placement_by_type.png
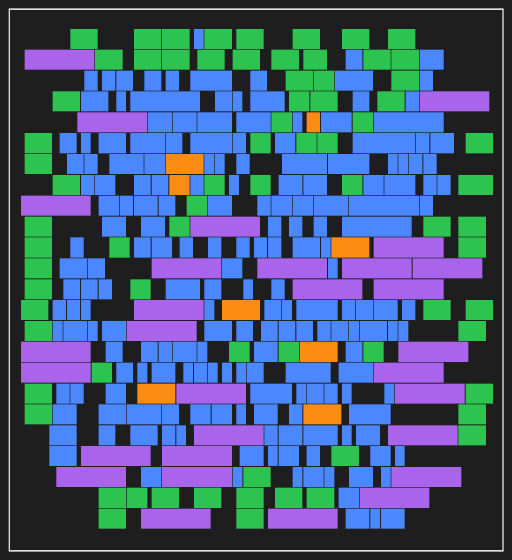
sizes.png
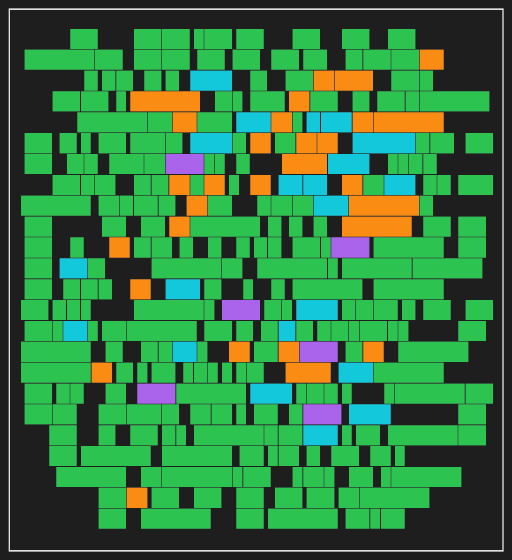
cell_density.png
The bar under the picture is 20 um long. The die is cut into 6 by 7 equal tiles; dark blue is low, red is high, 0 to 100% covered.
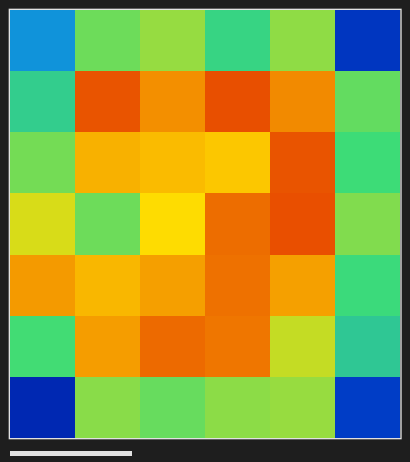
$ cat src/rtl/inst_fetch_ctrl.sv
// Instruction fetch sequencer: owns the program counter, walks IDLE -> RUN -> DONE,
// and counts retired instructions for a combinational InstROM.
module inst_fetch_ctrl #(
  parameter int            A          = 10,
  parameter logic [A-1:0]  START_ADDR = '0,
  parameter int            CW         = 16
) (
  input  logic          Clk,
  input  logic          Reset_n,
  input  logic          Start,
  input  logic          Stall,
  input  logic          Halt,
  input  logic          JumpEn,
  input  logic [A-1:0]  JumpTarget,
  input  logic          BranchEn,
  input  logic [A-1:0]  BranchOffset,
  output logic [A-1:0]  InstAddress,
  output logic          InstValid,
  output logic          Done,
  output logic [CW-1:0] InstCount
);

  typedef enum logic [1:0] {
    IDLE = 2'd0,
    RUN  = 2'd1,
    DONE = 2'd2
  } state_t;

  state_t          state_p0;
  logic [A-1:0]    pc_p0;
  logic [CW-1:0]   cnt_p0;
  logic            vld_p0;
  logic            done_p0;
  logic signed [A-1:0] br_off;

  assign br_off = BranchOffset;

  // Retired-instruction counter sticks at all-ones instead of rolling over.
  function automatic logic [CW-1:0] sat_inc(input logic [CW-1:0] c);
    return (&c) ? c : c + CW'(1);
  endfunction

  // PC arithmetic is deliberately A bits wide so jumps and branches wrap silently.
  function automatic logic [A-1:0] next_pc(input logic [A-1:0]        pc,
                                           input logic                jmp,
                                           input logic [A-1:0]        tgt,
                                           input logic                br,
                                           input logic signed [A-1:0] off);
    if (jmp)     return tgt;
    else if (br) return pc + $unsigned(off);
    else         return pc + A'(1);
  endfunction

  // Stage p0: state, PC, counter and the status flags all update together.
  always_ff @(posedge Clk or negedge Reset_n) begin
    if (!Reset_n) begin
      state_p0 <= IDLE;
      pc_p0    <= START_ADDR;
      cnt_p0   <= '0;
      vld_p0   <= 1'b0;
      done_p0  <= 1'b0;
    end else begin
      case (state_p0)
        IDLE: begin
          if (Start) begin
            state_p0 <= RUN;
            pc_p0    <= START_ADDR;
            cnt_p0   <= '0;
            vld_p0   <= 1'b1;
          end
        end
        RUN: begin
          if (!Stall) begin
            cnt_p0 <= sat_inc(cnt_p0);
            if (Halt) begin
              state_p0 <= DONE;
              vld_p0   <= 1'b0;
              done_p0  <= 1'b1;
            end else begin
              pc_p0 <= next_pc(pc_p0, JumpEn, JumpTarget, BranchEn, br_off);
            end
          end
        end
        DONE: begin
          if (Start) begin
            state_p0 <= RUN;
            pc_p0    <= START_ADDR;
            cnt_p0   <= '0;
            vld_p0   <= 1'b1;
            done_p0  <= 1'b0;
          end
        end
        default: begin
          state_p0 <= IDLE;
          vld_p0   <= 1'b0;
          done_p0  <= 1'b0;
        end
      endcase
    end
  end

  assign InstAddress = pc_p0;
  assign InstValid   = vld_p0;
  assign Done        = done_p0;
  assign InstCount   = cnt_p0;

endmodule

$ cat config.mk
export PLATFORM = sky130hd
export DESIGN_NAME = inst_fetch_ctrl
export DESIGN_NICKNAME = d
export VERILOG_FILES = /design/src/rtl/inst_fetch_ctrl.sv
export SDC_FILE = /design/constraint.sdc
export NUM_CORES = 1
export LEC_CHECK = 0
export CAP_MARGIN = 20
export CORE_ASPECT_RATIO = 1.1
export CORE_UTILIZATION = 49
export DETAILED_ROUTE_END_ITERATION = 8
export PLACE_DENSITY = 0.82
export REMOVE_ABC_BUFFERS = 1
export SETUP_SLACK_MARGIN = 0.3
export SLEW_MARGIN = 20
export SYNTH_ARGS = -nofsm -noshare
export SYNTH_HDL_FRONTEND = slang
export SYNTH_SLANG_ARGS = --single-unit
$ cat constraint.sdc
create_clock -name Clk -period 2.57 [get_ports Clk]
set_input_delay 0.6425 -clock Clk [delete_from_list [all_inputs] [get_ports Clk]]
set_output_delay 0.6425 -clock Clk [all_outputs]
set_load 0.005 [all_outputs]
==> ci_impl_report.md <==
### Metrics collected by this job

| Metric | Value |
|---|---|
| Min-delay worst type | `reg -> reg` |
| TritonCTS Sinks | `30` |
| Fin crit share | `0.872` |
| Max-cap viol count | `0` |
| # Cells Yosys | `232` |
| Most numerous cell in the Yosys netlist | `dfrtp_1` |
| Top cells by area | `dfrtp_1 (36%), ha_1 (6.0%), xnor2_1 (4.6%)` |
| # setup viols final | `0` |
| DIE HEIGHT | `70.4 um` |
| Sequential share of the synthesized area | `0.360` |
| Cell accounting for the most synthesized area | `dfrtp_1` |
| Ant. Diodes | `0` |
| Post-synth ARST share | `1.00` |
| Vias per cell | `roughly 5.7` |
| Tot GR Track Use | `0.247` |
| Wirelength per Cell | `between 15 and 20 um` |
| Worst r2r path cells | `5` |
| Tally of buffers added on design ports | `54` |
| Slew HR | `0.663` |
| Post-synth EDFFs | `0` |
| Final Core Density | `0.747` |
| Worst VDD drop | `0.479 mV` |
| Achievable Freq | `446 MHz` |
| RSZ-0062 raised after global routing | `no` |
| Hold Path Stages | `2` |
| Crit-path max FO | `3` |
| Die width | `about 64 um` |
| Outcome | `complete, no violations` |
| Post-Syn Area per Cell | `~9.0 um2` |
| Io pins | `55` |
| Final hold viol count | `0` |
| DP HPWL | `3.82 mm` |
| Vias in the first global route | `1863` |
| Inst Count DP | `about 350` |
| H-tree depth | `2` |
| Synth unique cells | `48` |
| Number of fill cells | `312` |
| Synth Instances | `around 230` |
| Least-Margin Pin Slew | `0.505 ns` |
| Total wire length | `~5.5 mm` |
| Crit Path Class | `in -> reg` |
| Synth Warn # | `0` |
| First-pass GRT wire length | `roughly 8.6 mm` |
Back to the opening pictures, placement_by_type.png:
orange -> clock drivers and dummy loads  # cells 8, share of their area 3.2%
purple -> sequential cells  # cells 30, share of their area 26%
blue -> combinational and other logic  # cells 192, share of their area 48%
green -> remaining buffers and delay cells  # cells 73, share of their area 23%

Back to the opening pictures, sizes.png:
green -> _0 and _1 cells  # cells 247, share 82%, most used clkdlybuf4s50_1
purple -> _6 and larger  # cells 6, share 2.0%, most used clkbuf_8
cyan -> _2 cells  # cells 21, share 6.9%
orange -> _3 and _4 cells  # cells 29, share 9.6%, most used buf_4

Back to the opening pictures, cell_density.png:
tiles over 75% full = 43%
mean over tiles = 65%
densest ninth of the die = middle

## report_power, final
| group | total, mW | switching [mW] | internal, mW |
|---|---|---|---|
| registers | 0.726 | 0.154 | 0.572 |
| logic | 0.950 | 0.421 | 0.528 |
| clock network | 0.406 | 0.191 | 0.215 |
## through the flow
| step | TNS (ns) | cell area, um2 | setup slack (ns) | total power, mW |
|---|---|---|---|---|
| after floorplan | 0 | 2040 | 0.283 | 1.14 |
| after global placement | -0.614 | 2790 | -0.217 | 1.56 |
| after detailed placement | -0.882 | 2790 | -0.274 | 1.58 |
| after CTS | 0 | 2930 | 0.303 | 2.03 |
| after global routing | 0 | 3010 | 0.292 | 2.22 |
| final | 0 | 3010 | 0.328 | 2.08 |
## sequential cells by signal (all words and copies together) (netlist names)
register,count
InstCount,16
InstAddress,10
state_p0,2
Done,1
InstValid,1
## metal layers
layer	wire length, um	share of wire	global-route usage	vias up
li1	-	-	-	989
met1	2490	0.46	0.320	951
met2	2670	0.49	0.408	67
met3	236	0.043	0.0392	9
met4	71	0.013	0.101	0
met5	0	0	0	-
## cells in the final DEF (no fill, tap or decap), types with 6 or more instances in the layout
cell type,n
a21oi_1,12
and2_1,9
buf_4,19
clkbuf_8,6
clkdlybuf4s50_1,51
dfrtp_1,30
nand2_1,17
nand3_1,19
nor2_1,19
o21ai_0,7
xnor2_1,11
## cell type report
class	instances	area [um2]	area share
multi-input combinational	188	1400	0.464
clock inverter	2	12.5	0.00416
inverter	4	15.0	0.00500
clock buffer	6	82.6	0.0275
tap	52	65.1	0.0216
timing repair buffer	73	684	0.228
sequential	30	751	0.250
## critical path, stage by stage
cell and delay, ns:
clkdlybuf4s50_1 0.49, and2_1 0.19, ha_4 0.22, or2_4 0.26, and3_1 0.17, a31oi_1 0.20
xnor2_1 0.14, o211ai_1 0.09
## cells by family (layout without fill, tap and decap cells)
logic type | Yosys count | after routing | synth area share
xor gates and xnor gates | 14 | 14 | 0.0588
adders and majority gates | 11 | 11 | 0.0696
DFF | 30 | 30 | 0.360
buffers and inverters | 14 | 85 | 0.0264
muxes | 6 | 6 | 0.0300
and+or+nand+nor | 102 | 102 | 0.278
AOI/OAI and AO/OA | 55 | 55 | 0.177
## what timing repair did
item,4_1_cts,5_1_grt
endpoints found under the hold margin,0,0
hold buffers,0,0
endpoints found under the setup margin,6,7
setup buffers,1,0
pin swaps,6,8
gates resized,13,14
## final timing paths
kind | start | slack [ns] | endpoint
worst max-delay path | BranchOffset[6] | 0.33 | InstAddress[9]
worst min-delay path | Done | 0.55 | Done
worst max register to register | state_p0[0] | 0.55 | InstCount[13]
worst min register to register | Done | 0.55 | Done
max in group asynchronous | Reset_n | 1.55 | InstAddress[1]
min in group asynchronous | Reset_n | 0.74 | InstCount[0]
Power is estimated from default activity; no workload was simulated.
